**src/rtl/hazard_unit_mc_if.sv**
```systemverilog
// Pipeline hazard bus between the core datapath (master) and hazard_unit_mc (slave).
// Carries forwarding sources, operand ids, redirect requests, mul/div handshake and control outputs.
interface hazard_unit_mc_if #(
    parameter int NUM_FWD = 2,
    parameter int XLEN    = 32
);
    logic [NUM_FWD-1:0][4:0]      fwd_rd;
    logic [NUM_FWD-1:0]           fwd_we;
    logic [NUM_FWD-1:0][XLEN-1:0] fwd_wdata;
    logic [4:0]                   rf_rs1_ex;
    logic [4:0]                   rf_rs2_ex;
    logic                         forward1_en;
    logic                         forward2_en;
    logic [XLEN-1:0]              forward1_data;
    logic [XLEN-1:0]              forward2_data;
    logic                         is_load_ex;
    logic [4:0]                   rf_rd_ex;
    logic [4:0]                   rf_rs1_id;
    logic [4:0]                   rf_rs2_id;
    logic                         jump;
    logic [XLEN-1:0]              jump_target;
    logic                         trap;
    logic [XLEN-1:0]              trap_target;
    logic                         md_start;
    logic                         md_done;
    logic                         pc_set;
    logic [XLEN-1:0]              pc_set_target;
    logic [4:0]                   flush;
    logic [5:0]                   stall;

    modport master (
        output fwd_rd, fwd_we, fwd_wdata, rf_rs1_ex, rf_rs2_ex, is_load_ex, rf_rd_ex,
               rf_rs1_id, rf_rs2_id, jump, jump_target, trap, trap_target, md_start, md_done,
        input  forward1_en, forward2_en, forward1_data, forward2_data,
               pc_set, pc_set_target, flush, stall
    );

    modport slave (
        input  fwd_rd, fwd_we, fwd_wdata, rf_rs1_ex, rf_rs2_ex, is_load_ex, rf_rd_ex,
               rf_rs1_id, rf_rs2_id, jump, jump_target, trap, trap_target, md_start, md_done,
        output forward1_en, forward2_en, forward1_data, forward2_data,
               pc_set, pc_set_target, flush, stall
    );
endinterface

```
**src/rtl/hazard_unit_mc.sv**
```systemverilog
// Hazard unit for a multi-stage RISC-V pipeline: operand forwarding, load-use stall, redirect flush.
// Define HAZARD_MULDIV_EN to enable the multi-cycle mul/div stall (MD_WAIT); otherwise md_start/md_done are ignored.
module hazard_unit_mc #(
    parameter int NUM_FWD  = 2,
    parameter int LOAD_LAT = 1,
    parameter int XLEN     = 32
) (
    input  logic             clk,
    input  logic             rst,
    hazard_unit_mc_if.slave  hz
);

    typedef enum logic [1:0] {
        RUN     = 2'd0,
        LU_WAIT = 2'd1,
        MD_WAIT = 2'd2
    } state_e;

    // Remaining LU_WAIT cycles after the detecting cycle itself.
    localparam logic [2:0] LU_INIT = 3'(LOAD_LAT - 1);

    state_e          state_r;
    state_e          state_s;
    logic [2:0]      cnt_r;
    logic [2:0]      cnt_s;
    logic            load_use_s;
    logic            redirect_s;
    logic            md_start_s;
    logic            md_done_s;
    logic            fwd1_en_s;
    logic            fwd2_en_s;
    logic [XLEN-1:0] fwd1_data_s;
    logic [XLEN-1:0] fwd2_data_s;
    logic [5:0]      stall_s;
    logic [4:0]      flush_s;
    logic            pc_set_s;

    function automatic logic fwd_hit(input logic we, input logic [4:0] rd, input logic [4:0] rs);
        return we && (rd != 5'd0) && (rd == rs);
    endfunction

`ifdef HAZARD_MULDIV_EN
    assign md_start_s = hz.md_start;
    assign md_done_s  = hz.md_done;
`else
    // Ports stay on the interface but fold to constant zero, leaving MD_WAIT unreachable.
    assign md_start_s = hz.md_start & 1'b0;
    assign md_done_s  = hz.md_done & 1'b0;
`endif

    assign load_use_s = hz.is_load_ex && (hz.rf_rd_ex != 5'd0) &&
                        ((hz.rf_rd_ex == hz.rf_rs1_id) || (hz.rf_rd_ex == hz.rf_rs2_id));
    assign redirect_s = hz.trap | hz.jump;

    // Forwarding mux: scan from oldest to youngest so the lowest matching index wins.
    always_comb begin
        fwd1_en_s   = 1'b0;
        fwd2_en_s   = 1'b0;
        fwd1_data_s = {XLEN{1'b0}};
        fwd2_data_s = {XLEN{1'b0}};
        for (int i = NUM_FWD - 1; i >= 0; i--) begin
            fwd1_en_s   = fwd_hit(hz.fwd_we[i], hz.fwd_rd[i], hz.rf_rs1_ex) ? 1'b1 : fwd1_en_s;
            fwd1_data_s = fwd_hit(hz.fwd_we[i], hz.fwd_rd[i], hz.rf_rs1_ex) ? hz.fwd_wdata[i] : fwd1_data_s;
            fwd2_en_s   = fwd_hit(hz.fwd_we[i], hz.fwd_rd[i], hz.rf_rs2_ex) ? 1'b1 : fwd2_en_s;
            fwd2_data_s = fwd_hit(hz.fwd_we[i], hz.fwd_rd[i], hz.rf_rs2_ex) ? hz.fwd_wdata[i] : fwd2_data_s;
        end
    end

    // Control outputs and next-state decision; outputs react in the same cycle as the hazard.
    always_comb begin
        state_s  = state_r;
        cnt_s    = cnt_r;
        stall_s  = 6'b000000;
        flush_s  = 5'b00000;
        pc_set_s = 1'b0;
        if (rst) begin
            state_s = RUN;
            cnt_s   = 3'd0;
        end else begin
            case (state_r)
                RUN: begin
                    if (redirect_s) begin
                        pc_set_s = 1'b1;
                        flush_s  = 5'b00111;
                    end else if (md_start_s) begin
                        // A coincident load-use is dropped here and seen again once MD_WAIT exits.
                        state_s = MD_WAIT;
                    end else if (load_use_s) begin
                        stall_s = 6'b000111;
                        flush_s = 5'b00100;
                        if (LOAD_LAT > 1) begin
                            state_s = LU_WAIT;
                            cnt_s   = LU_INIT;
                        end else begin
                            state_s = RUN;
                        end
                    end else begin
                        state_s = RUN;
                    end
                end
                LU_WAIT: begin
                    if (redirect_s) begin
                        pc_set_s = 1'b1;
                        flush_s  = 5'b00111;
                        state_s  = RUN;
                        cnt_s    = 3'd0;
                    end else begin
                        stall_s = 6'b000111;
                        flush_s = 5'b00100;
                        cnt_s   = cnt_r - 3'd1;
                        state_s = (cnt_r == 3'd1) ? RUN : LU_WAIT;
                    end
                end
                MD_WAIT: begin
                    if (redirect_s) begin
                        pc_set_s = 1'b1;
                        flush_s  = 5'b01111;
                        state_s  = RUN;
                    end else if (md_done_s) begin
                        state_s = RUN;
                    end else begin
                        stall_s = 6'b001111;
                        flush_s = 5'b01000;
                    end
                end
                default: begin
                    state_s = RUN;
                    cnt_s   = 3'd0;
                end
            endcase
        end
    end

    // State and load-use counter registers.
    always_ff @(posedge clk or posedge rst) begin
        if (rst) begin
            state_r <= RUN;
            cnt_r   <= 3'd0;
        end else begin
            state_r <= state_s;
            cnt_r   <= cnt_s;
        end
    end

    assign hz.forward1_en   = fwd1_en_s;
    assign hz.forward2_en   = fwd2_en_s;
    assign hz.forward1_data = fwd1_data_s;
    assign hz.forward2_data = fwd2_data_s;
    assign hz.stall         = stall_s;
    assign hz.flush         = flush_s;
    assign hz.pc_set        = pc_set_s;
    assign hz.pc_set_target = hz.trap ? hz.trap_target : hz.jump_target;

endmodule

```
**src/flat_wrapper.sv**
```systemverilog
// flat-port wrapper written by rule: the top's interface ports become plain ports
module hazard_unit_mc_flat 
#(
    parameter int NUM_FWD  = 2,
    parameter int LOAD_LAT = 1,
    parameter int XLEN     = 32
)
  (clk, rst, hz_fwd_rd, hz_fwd_we, hz_fwd_wdata, hz_rf_rs1_ex, hz_rf_rs2_ex, hz_is_load_ex, hz_rf_rd_ex, hz_rf_rs1_id, hz_rf_rs2_id, hz_jump, hz_jump_target, hz_trap, hz_trap_target, hz_md_start, hz_md_done, hz_forward1_en, hz_forward2_en, hz_forward1_data, hz_forward2_data, hz_pc_set, hz_pc_set_target, hz_flush, hz_stall);
  hazard_unit_mc_if #(.NUM_FWD(NUM_FWD), .XLEN(XLEN)) hz_i ();
  input  logic clk;
  input  logic rst;
  input wire logic [$bits(hz_i.fwd_rd)-1:0] hz_fwd_rd;
  input wire logic [$bits(hz_i.fwd_we)-1:0] hz_fwd_we;
  input wire logic [$bits(hz_i.fwd_wdata)-1:0] hz_fwd_wdata;
  input wire logic [$bits(hz_i.rf_rs1_ex)-1:0] hz_rf_rs1_ex;
  input wire logic [$bits(hz_i.rf_rs2_ex)-1:0] hz_rf_rs2_ex;
  input wire logic [$bits(hz_i.is_load_ex)-1:0] hz_is_load_ex;
  input wire logic [$bits(hz_i.rf_rd_ex)-1:0] hz_rf_rd_ex;
  input wire logic [$bits(hz_i.rf_rs1_id)-1:0] hz_rf_rs1_id;
  input wire logic [$bits(hz_i.rf_rs2_id)-1:0] hz_rf_rs2_id;
  input wire logic [$bits(hz_i.jump)-1:0] hz_jump;
  input wire logic [$bits(hz_i.jump_target)-1:0] hz_jump_target;
  input wire logic [$bits(hz_i.trap)-1:0] hz_trap;
  input wire logic [$bits(hz_i.trap_target)-1:0] hz_trap_target;
  input wire logic [$bits(hz_i.md_start)-1:0] hz_md_start;
  input wire logic [$bits(hz_i.md_done)-1:0] hz_md_done;
  output wire logic [$bits(hz_i.forward1_en)-1:0] hz_forward1_en;
  output wire logic [$bits(hz_i.forward2_en)-1:0] hz_forward2_en;
  output wire logic [$bits(hz_i.forward1_data)-1:0] hz_forward1_data;
  output wire logic [$bits(hz_i.forward2_data)-1:0] hz_forward2_data;
  output wire logic [$bits(hz_i.pc_set)-1:0] hz_pc_set;
  output wire logic [$bits(hz_i.pc_set_target)-1:0] hz_pc_set_target;
  output wire logic [$bits(hz_i.flush)-1:0] hz_flush;
  output wire logic [$bits(hz_i.stall)-1:0] hz_stall;
  assign hz_i.fwd_rd = hz_fwd_rd;
  assign hz_i.fwd_we = hz_fwd_we;
  assign hz_i.fwd_wdata = hz_fwd_wdata;
  assign hz_i.rf_rs1_ex = hz_rf_rs1_ex;
  assign hz_i.rf_rs2_ex = hz_rf_rs2_ex;
  assign hz_i.is_load_ex = hz_is_load_ex;
  assign hz_i.rf_rd_ex = hz_rf_rd_ex;
  assign hz_i.rf_rs1_id = hz_rf_rs1_id;
  assign hz_i.rf_rs2_id = hz_rf_rs2_id;
  assign hz_i.jump = hz_jump;
  assign hz_i.jump_target = hz_jump_target;
  assign hz_i.trap = hz_trap;
  assign hz_i.trap_target = hz_trap_target;
  assign hz_i.md_start = hz_md_start;
  assign hz_i.md_done = hz_md_done;
  assign hz_forward1_en = hz_i.forward1_en;
  assign hz_forward2_en = hz_i.forward2_en;
  assign hz_forward1_data = hz_i.forward1_data;
  assign hz_forward2_data = hz_i.forward2_data;
  assign hz_pc_set = hz_i.pc_set;
  assign hz_pc_set_target = hz_i.pc_set_target;
  assign hz_flush = hz_i.flush;
  assign hz_stall = hz_i.stall;
  hazard_unit_mc #(.NUM_FWD(NUM_FWD), .LOAD_LAT(LOAD_LAT), .XLEN(XLEN)) u_core (.clk(clk), .rst(rst), .hz(hz_i));
endmodule
```
**config.mk**
```make
export PLATFORM = sky130hd
export DESIGN_NAME = hazard_unit_mc_flat
export DESIGN_NICKNAME = d
export VERILOG_FILES = /design/src/rtl/hazard_unit_mc_if.sv /design/src/rtl/hazard_unit_mc.sv /design/src/flat_wrapper.sv
export SDC_FILE = /design/constraint.sdc
export NUM_CORES = 1
export LEC_CHECK = 0
export CAP_MARGIN = 10
export CORE_AREA = 2 2 108 110
export DETAILED_ROUTE_END_ITERATION = 7
export DIE_AREA = 0 0 110 112
export GPL_TIMING_DRIVEN = 0
export PLACE_DENSITY = 0.71
export SLEW_MARGIN = 25
export SYNTH_ARGS = -nofsm -noshare
export SYNTH_HDL_FRONTEND = slang
export SYNTH_SLANG_ARGS = --single-unit
```
**constraint.sdc**
```tcl
create_clock -name clk -period 2.1 [get_ports clk]
set_input_delay 0.21 -clock clk [delete_from_list [all_inputs] [get_ports clk]]
set_output_delay 0.21 -clock clk [all_outputs]
set_load 0.005 [all_outputs]
```
Fig. 1: signal wires on met1
Bar = 20 um. Cells faint in the background.
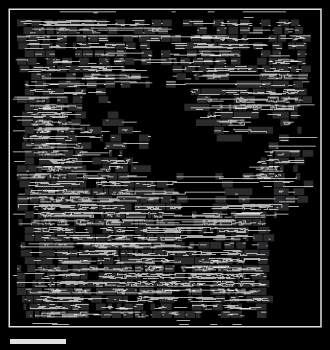
- share of all routed wire: 38%
- longest straight run: 51.1 um
- wire length on this layer: 5900 um
- nets with wire on the layer: 784
met1 usage: 28.1%
Total Wirelength: 15.6 mm
via count: 4193

Fig. 2: met2 routing
Cells faint in the background.
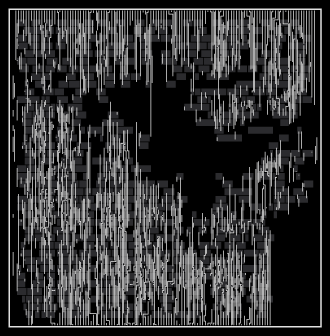
- longest straight run: 44.6 um
- wire length on this layer: 8090 um
- nets with wire on the layer: 804
met2 usage: 42.6%

Fig. 3: M3 wires
Bar = 20 um. Cells faint in the background.
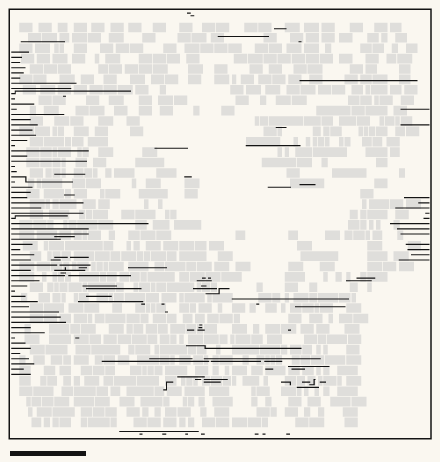
- wire length on this layer: 1080 um
- main direction: horizontal
- share of all routed wire: 6.9%
met3 Track Usage GR: 5.68%

==> CHANGELOG.md <==
### Implementation results

* Status: finished with violations
* Failing checks: setup timing
* # port buffers at approximately 270
* Inserted Clock Buffers at 3
* Worst-margin pin slew at approximately 0.71 ns
* Complex Gates by Area at between 10% and 20%
* Critical path's largest stage delay at around 0.54 ns
* Synth top cells by count: nor3_1, inv_1, nand2_1
* Post-Synthesis Cells at between 300 and 400
* Largest register FFs at 3
* Root buf cell: clkbuf_16
* CTS tree: done
* CP delay by family, top: buffers and inverters
* # setup viols final at around 64
* Post-route setup slack at -0.230 ns
* Power Dens Cells at between 200 and 250 nW/um^2
* Pin count of the biggest net entering global routing at 11
* FMAX at 429 MHz
* DRC viols at 0
* Top area cell types: mux2_4, mux2_2, a31o_1
* Post-synth top area cell: mux2_4
* Fillers at approximately 1.0k
* Unrepaired setup endpoints after global routing: true
* Placed cell count at approximately 770
* Rows at 39
[routing by layer]
| layer | vias to the layer above | share of wire (%) | wire length [um] | track usage, % |
|---|---|---|---|---|
| met2 | 196 | 52 | 8090 | 42.6 |
| met1 | 1986 | 38 | 5900 | 28.1 |
| met3 | 44 | 6.9 | 1080 | 5.68 |
| met4 | 0 | 3.2 | 503 | 7.34 |
| met5 | - | 0 | 0 | 0 |
| li1 | 1967 | - | - | - |
[final timing paths]
kind	from	end	slack (ns)	depth (start not counted)
setup reg to reg	u_core.cnt_r[0]	u_core.cnt_r[1]	1.07	5
min in group clk	rst	u_core.cnt_r[0]	0.36	2
hold / removal	rst	u_core.cnt_r[2]	0.04	2
setup / recovery	hz_fwd_rd[4]	hz_forward1_data[27]	-0.23	11
max in group asynchronous	rst	u_core.cnt_r[0]	1.89	2
hold reg to reg	u_core.cnt_r[1]	u_core.cnt_r[1]	0.53	2
[power breakdown]
group / switching [mW] / internal, mW / total, mW
logic: 0.428 / 0.660 / 1.09
registers: 0.0000000000000000229 / 0.0776 / 0.0776
clock network: 0.0527 / 0.243 / 0.296
total: 0.480 / 0.981 / 1.46
[timing repair]
| item | in CTS | in global routing |
|---|---|---|
| setup endpoints to repair | 70 | 82 |
| cloned | 4 | 0 |
| pin swaps | 27 | 13 |
| resized | 454 | 43 |
| setup buffers | 64 | 20 |
| endpoints found under the hold margin | 0 | 0 |
[through the flow]
stage	hold slack, ns	instance area [sq um]	utilization (%)	setup WS (ns)
2_1_floorplan	0.181	2660	-	0.382
3_3_place_gp	0.233	5560	49.8	-0.817
3_5_place_dp	0.262	5560	49.8	-0.827
4_1_cts	0.0417	6480	58.0	-0.287
5_1_grt	0.0691	6600	59.1	-0.266
6_report	0.0370	6600	59.1	-0.230
No activity file was given, so power comes from the tool's default toggle rates.
